[config.mk]
export PLATFORM = sky130hd
export DESIGN_NAME = avaliador_limiar
export DESIGN_NICKNAME = d
export VERILOG_FILES = /design/src/rtl/avaliador_limiar.sv
export SDC_FILE = /design/constraint.sdc
export NUM_CORES = 1
export LEC_CHECK = 0
export CORE_UTILIZATION = 45
export CTS_CLUSTER_DIAMETER = 30
export DETAILED_ROUTE_END_ITERATION = 10
export GPL_ROUTABILITY_DRIVEN = 0
export SLEW_MARGIN = 20
export SYNTH_ARGS = -nofsm -noshare
export SYNTH_HDL_FRONTEND = slang
export SYNTH_SLANG_ARGS = --single-unit
[constraint.sdc]
create_clock -name clk_in -period 22 [get_ports clk_in]
set_input_delay 4.4 -clock clk_in [delete_from_list [all_inputs] [get_ports clk_in]]
set_output_delay 4.4 -clock clk_in [all_outputs]
set_load 0.05 [all_outputs]
[src/rtl/avaliador_limiar.sv]
// avaliador_limiar: open-list node store with a sequential minimum-criterion
// scan and a threshold approval mask.
//
// Ports:
//   clk_in, rst_in            clock and asynchronous active-high reset
//   escrever_in, limpar_in    write or invalidate the slot at endereco_in
//   endereco_in               slot address
//   distancia_in             distance stored on a write
//   menor_vizinho_in         smallest neighbour cost stored on a write
//   avaliar_in               start an evaluation (taken only when idle)
//   modo_in                  0 = fixed threshold, 1 = minimum + margin
//   limiar_in, margem_in     fixed threshold and margin, sampled at start
//   ocupado_out              evaluation in progress
//   pronto_out               one-cycle pulse when the results are valid
//   aprovados_out            per-slot approval mask
//   menor_criterio_out       minimum criterion found
//   menor_indice_out         slot holding the minimum
//   vazio_out                no valid slot at evaluation time
module avaliador_limiar #(
  parameter int NUM_ATIVOS  = 24,
  parameter int DIST_WIDTH  = 8,
  parameter int CUSTO_WIDTH = 8,
  parameter int ADDR_WIDTH  = $clog2(NUM_ATIVOS),
  parameter int CRIT_WIDTH  =
    ((DIST_WIDTH > CUSTO_WIDTH) ? DIST_WIDTH : CUSTO_WIDTH) + 1
) (
  input  logic                   clk_in,
  input  logic                   rst_in,
  input  logic                   escrever_in,
  input  logic                   limpar_in,
  input  logic [ADDR_WIDTH-1:0]  endereco_in,
  input  logic [DIST_WIDTH-1:0]  distancia_in,
  input  logic [CUSTO_WIDTH-1:0] menor_vizinho_in,
  input  logic                   avaliar_in,
  input  logic                   modo_in,
  input  logic [CRIT_WIDTH-1:0]  limiar_in,
  input  logic [CRIT_WIDTH-1:0]  margem_in,
  output logic                   ocupado_out,
  output logic                   pronto_out,
  output logic [NUM_ATIVOS-1:0]  aprovados_out,
  output logic [CRIT_WIDTH-1:0]  menor_criterio_out,
  output logic [ADDR_WIDTH-1:0]  menor_indice_out,
  output logic                   vazio_out
);

  typedef enum logic [2:0] {
    IDLE,
    BUSCA,
    LIMIAR,
    MARCAR,
    FIM
  } estado_t;

  localparam logic [ADDR_WIDTH-1:0] IDX_ULT =
    ADDR_WIDTH'(NUM_ATIVOS - 1);

  estado_t estado_q, estado_d;

  logic [NUM_ATIVOS-1:0]  valido_q, valido_d;
  logic [DIST_WIDTH-1:0]  dist_q  [NUM_ATIVOS];
  logic [DIST_WIDTH-1:0]  dist_d  [NUM_ATIVOS];
  logic [CUSTO_WIDTH-1:0] custo_q [NUM_ATIVOS];
  logic [CUSTO_WIDTH-1:0] custo_d [NUM_ATIVOS];

  logic [ADDR_WIDTH-1:0] idx_q, idx_d;
  logic [CRIT_WIDTH-1:0] min_q, min_d;
  logic [ADDR_WIDTH-1:0] min_idx_q, min_idx_d;
  logic                  achou_q, achou_d;

  logic                  modo_q, modo_d;
  logic [CRIT_WIDTH-1:0] limiar_q, limiar_d;
  logic [CRIT_WIDTH-1:0] margem_q, margem_d;
  logic [CRIT_WIDTH-1:0] thr_q, thr_d;

  logic [NUM_ATIVOS-1:0] aprov_q, aprov_d;
  logic [CRIT_WIDTH-1:0] menor_crit_q, menor_crit_d;
  logic [ADDR_WIDTH-1:0] menor_idx_q, menor_idx_d;
  logic                  vazio_q, vazio_d;
  logic                  ocupado_q, ocupado_d;
  logic                  pronto_q, pronto_d;

  logic [CRIT_WIDTH-1:0] crit [NUM_ATIVOS];
  logic [NUM_ATIVOS-1:0] aprova;
  logic [CRIT_WIDTH:0]   soma;
  logic                  addr_ok;

  // Criterion per slot; the extra bit of CRIT_WIDTH absorbs the carry.
  always_comb begin
    for (int i = 0; i < NUM_ATIVOS; i++) begin
      crit[i] = CRIT_WIDTH'(dist_q[i]) + CRIT_WIDTH'(custo_q[i]);
    end
  end

  always_comb begin
    for (int i = 0; i < NUM_ATIVOS; i++) begin
      aprova[i] = valido_q[i] && (crit[i] <= thr_q);
    end
  end

  assign soma    = {1'b0, min_q} + {1'b0, margem_q};
  assign addr_ok = int'(endereco_in) < NUM_ATIVOS;

  always_comb begin
    estado_d     = estado_q;
    valido_d     = valido_q;
    dist_d       = dist_q;
    custo_d      = custo_q;
    idx_d        = idx_q;
    min_d        = min_q;
    min_idx_d    = min_idx_q;
    achou_d      = achou_q;
    modo_d       = modo_q;
    limiar_d     = limiar_q;
    margem_d     = margem_q;
    thr_d        = thr_q;
    aprov_d      = aprov_q;
    menor_crit_d = menor_crit_q;
    menor_idx_d  = menor_idx_q;
    vazio_d      = vazio_q;

    unique case (estado_q)
      IDLE: begin
        if (escrever_in && addr_ok) begin
          valido_d[endereco_in] = 1'b1;
          dist_d[endereco_in]   = distancia_in;
          custo_d[endereco_in]  = menor_vizinho_in;
        end else if (limpar_in && addr_ok) begin
          valido_d[endereco_in] = 1'b0;
        end
        if (avaliar_in) begin
          estado_d  = BUSCA;
          modo_d    = modo_in;
          limiar_d  = limiar_in;
          margem_d  = margem_in;
          idx_d     = '0;
          min_d     = '1;
          min_idx_d = '0;
          achou_d   = 1'b0;
        end
      end
      BUSCA: begin
        // Strict < keeps the lowest index on ties.
        if (valido_q[idx_q] &&
            (!achou_q || crit[idx_q] < min_q)) begin
          min_d     = crit[idx_q];
          min_idx_d = idx_q;
          achou_d   = 1'b1;
        end
        if (idx_q == IDX_ULT) begin
          estado_d = LIMIAR;
        end else begin
          idx_d = idx_q + 1'b1;
        end
      end
      LIMIAR: begin
        if (!modo_q) begin
          thr_d = limiar_q;
        end else if (!achou_q) begin
          // Nothing valid: the all-ones start value is not a minimum.
          thr_d = '0;
        end else if (soma[CRIT_WIDTH]) begin
          thr_d = '1;
        end else begin
          thr_d = soma[CRIT_WIDTH-1:0];
        end
        estado_d = MARCAR;
      end
      MARCAR: begin
        aprov_d      = aprova;
        menor_crit_d = min_q;
        menor_idx_d  = min_idx_q;
        vazio_d      = !achou_q;
        estado_d     = FIM;
      end
      FIM: begin
        estado_d = IDLE;
      end
      default: begin
        estado_d = IDLE;
      end
    endcase

    ocupado_d = (estado_d != IDLE);
    pronto_d  = (estado_d == FIM);
  end

  always_ff @(posedge clk_in or posedge rst_in) begin
    if (rst_in) begin
      estado_q <= IDLE;
      valido_q <= '0;
      for (int i = 0; i < NUM_ATIVOS; i++) begin
        dist_q[i]  <= '0;
        custo_q[i] <= '0;
      end
      idx_q        <= '0;
      min_q        <= '1;
      min_idx_q    <= '0;
      achou_q      <= 1'b0;
      modo_q       <= 1'b0;
      limiar_q     <= '0;
      margem_q     <= '0;
      thr_q        <= '0;
      aprov_q      <= '0;
      menor_crit_q <= '0;
      menor_idx_q  <= '0;
      vazio_q      <= 1'b0;
      ocupado_q    <= 1'b0;
      pronto_q     <= 1'b0;
    end else begin
      estado_q     <= estado_d;
      valido_q     <= valido_d;
      dist_q       <= dist_d;
      custo_q      <= custo_d;
      idx_q        <= idx_d;
      min_q        <= min_d;
      min_idx_q    <= min_idx_d;
      achou_q      <= achou_d;
      modo_q       <= modo_d;
      limiar_q     <= limiar_d;
      margem_q     <= margem_d;
      thr_q        <= thr_d;
      aprov_q      <= aprov_d;
      menor_crit_q <= menor_crit_d;
      menor_idx_q  <= menor_idx_d;
      vazio_q      <= vazio_d;
      ocupado_q    <= ocupado_d;
      pronto_q     <= pronto_d;
    end
  end

  assign ocupado_out        = ocupado_q;
  assign pronto_out         = pronto_q;
  assign aprovados_out      = aprov_q;
  assign menor_criterio_out = menor_crit_q;
  assign menor_indice_out   = menor_idx_q;
  assign vazio_out          = vazio_q;

endmodule

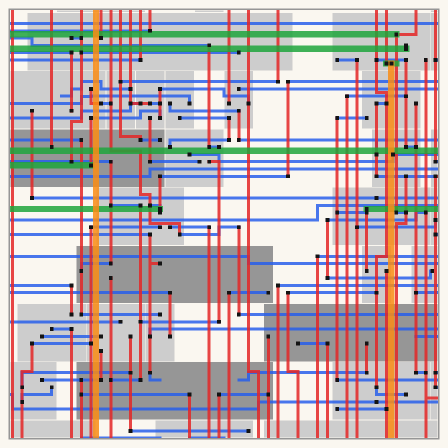
detail.png
Region (197, 59) to (217, 79) um. Cells in gray, sequential cells in the stronger gray; small squares are vias.
| color | layer |
|---|---|
| green | metal 3 |
| red | metal 2 |
| orange | metal 4 |
| blue | metal 1 |
most frequent: nand2_1 (5), dfrtp_1 (4), ha_1 (3)
sequential cells in the window: 4
netlist names of flops here include: `custo_q` (2), `dist_q` (2)
cells with their middle in the window: 23

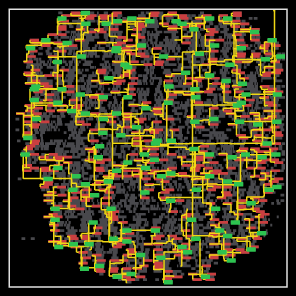
clk_routes.png
(1 px per um)
[red] flip-flops | count: 500
[green] clock drivers | count: 134
[yellow] clock wires | length: 8,570 um
routed clock nets: 135
Clk power: 2.08 mW
Clock power frac: 36.1%
clock skew: 26.8 ps
clk latency late pin: 710 ps

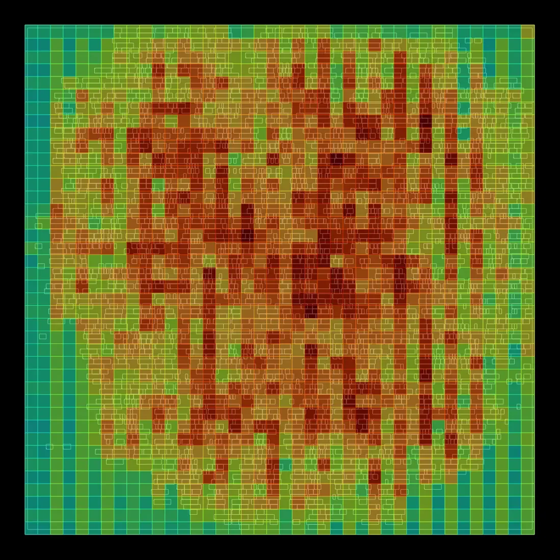
congestion.png
met3 GRT Util: 5.99%
met1 Use GR: 38.1%

==> results.yml <==
# flow metrics
pwr:
  p_sw_share_pct: 37.0
  peakVddDrop_mv: 0.0738
  p_total_mw: 5.75
worst_setup_path:
  critPathKind: "in -> reg"
  cpMostUsedCell: "nand2_1"
  worstPathMaxFanout: 17
  critPathMaxStageDelay_ps: 930
  worstPathRequired_ps: 22570
placed_design:
  dpl.hpwl_mm: 74.7
  io_buffer_count: 85
synth:
  ys_area_mm2: 0.0339
  fa_ha_area_share_pct: 17.2
  yosysWarnings: 0
  synthMostInstantiatedCell: "dfrtp_1"
  avgSynthCellArea_um2: 10.9
sta:
  final_hold_viol_count: 0
  slew_viol_final: 0
layout:
  drive_gt1_share_pct: 23.2
grt:
  grt_start_max_net_pins: 158
cts:
  cts_hold_buf: 0
  cts_setup_buffers: 0
outcome:
  run_status: "complete, no violations"
floorplan:
  fp_util_pct: 45.5
  die_h_um: 276
detailed_routing:
  first_pass_iters: 8
  finalWirelength_mm: 113
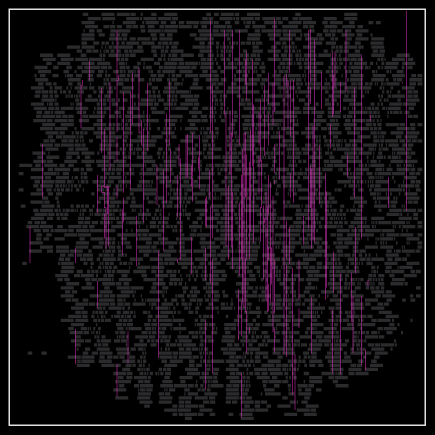
layer_met4.png
(1.5 px per um) Cells faint in the background.
longest straight run: 185 um
main direction: vertical

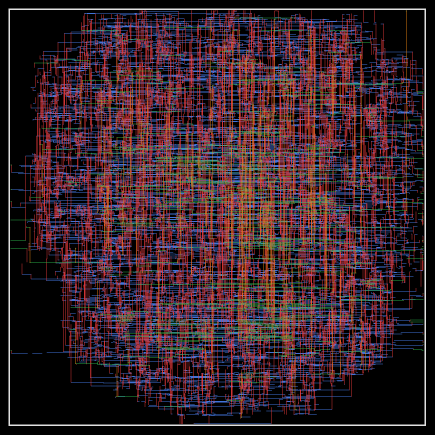
wires.png
(1.5 px per um)
| color | layer | wire length |
|---|---|---|
| orange | metal 4 | 6,540 um |
| red | metal 2 | 51.2 mm |
| blue | metal 1 | 47.5 mm |
| green | metal 3 | 8,020 um |

metal layers:
layer	track usage, %	vias up	share of wire (%)
met1	38.1	13451	42
met5	0	-	0
met2	47.4	1143	45
met3	5.99	362	7.1
met4	16.8	0	5.8
li1	-	12046	-
metrics by stage:
step | instances | setup WS, ps | hold slack [ps] | cell area (um^2)
CTS | 4339 | 14500 | 475 | 40500
global route | 4340 | 14150 | 481 | 40600
global placement | 4093 | 13850 | 458 | 35700
detailed placement | 4093 | 13760 | 465 | 35700
floorplan | 3111 | 3660 | 439 | 33900
finish | 4341 | 14400 | 466 | 40600
final timing paths:
kind,start,end,slack [ps]
max in group asynchronous,rst_in,asynchronous set/reset pin,15770
worst min register to register,menor_indice_out[0]$_DFFE_PP0N_,menor_indice_out[0]$_DFFE_PP0N_,470
worst min-delay path,menor_indice_out[0]$_DFFE_PP0N_,menor_indice_out[0]$_DFFE_PP0N_,470
min in group asynchronous,rst_in,custo_q[61]$_DFFE_PP0P_,4190
worst max register to register,idx_q[1]$_DFFE_PP0P_,min_q[3]$_DFFE_PP1P_,16370
worst max-delay path,endereco_in[3],custo_q[31]$_DFFE_PP0P_,14400
worst min-delay path, cell delays in order (launching register included):
cell	delay [ps]
dfrtp_1	330
nand2_1	50
nand2_1	50
registers in the layout (all words and copies together) (netlist names), named ones only:
signal              count
achou_q                 1
idx_q                   5
menor_criterio_out      9
limiar_q                9
min_idx_q               5
dist_q                192
vazio_out               1
estado_q                3
aprovados_out          24
margem_q                9
modo_q                  1
ocupado_out             1
menor_indice_out        5
custo_q               192
min_q                   9
thr_q                   9
pronto_out              1
cell families after synthesis:
group | Yosys count
compound gates | 798
xor+xnor | 102
fa+ha+maj | 451
buf+inv | 193
flops | 500
mux | 452
simple gates | 615
placed cells by master, fill, tap and decap left out, types with 37 or more instances in the layout:
cell,instances
a211oi_1,69
clkbuf_16,138
nor2_1,153
a21oi_1,129
clkdlybuf4s50_1,73
xnor2_1,62
ha_1,426
o211ai_1,37
a21o_1,63
o21a_1,109
xor2_1,40
o21ai_0,157
o31a_1,37
nand2_1,210
dfrtp_1,489
inv_1,80
mux2_2,410
power groups by stage:
stage	Sequential (mW)	Combinational (mW)	Clock [mW]
detailed placement	1.24	2.36	0
global route	1.25	2.64	2.16
CTS	1.23	2.39	2.10
finish	1.23	2.45	2.08
floorplan	1.25	1.65	0
global placement	1.23	2.26	0
area by class of cell:
type | instances | area (um^2) | area share [%]
diodes | 1 | 2.50 | 0.00617
clock buffers | 180 | 3840 | 9.47
clock inverters | 66 | 990 | 2.44
inverters | 85 | 327 | 0.805
multi-input cells | 2418 | 20600 | 50.7
flip-flops and latches | 500 | 12500 | 30.9
well taps | 969 | 1210 | 2.99
repair buffers | 122 | 1100 | 2.71
Power figures rest on the tool's default switching activity, not on a simulated workload.
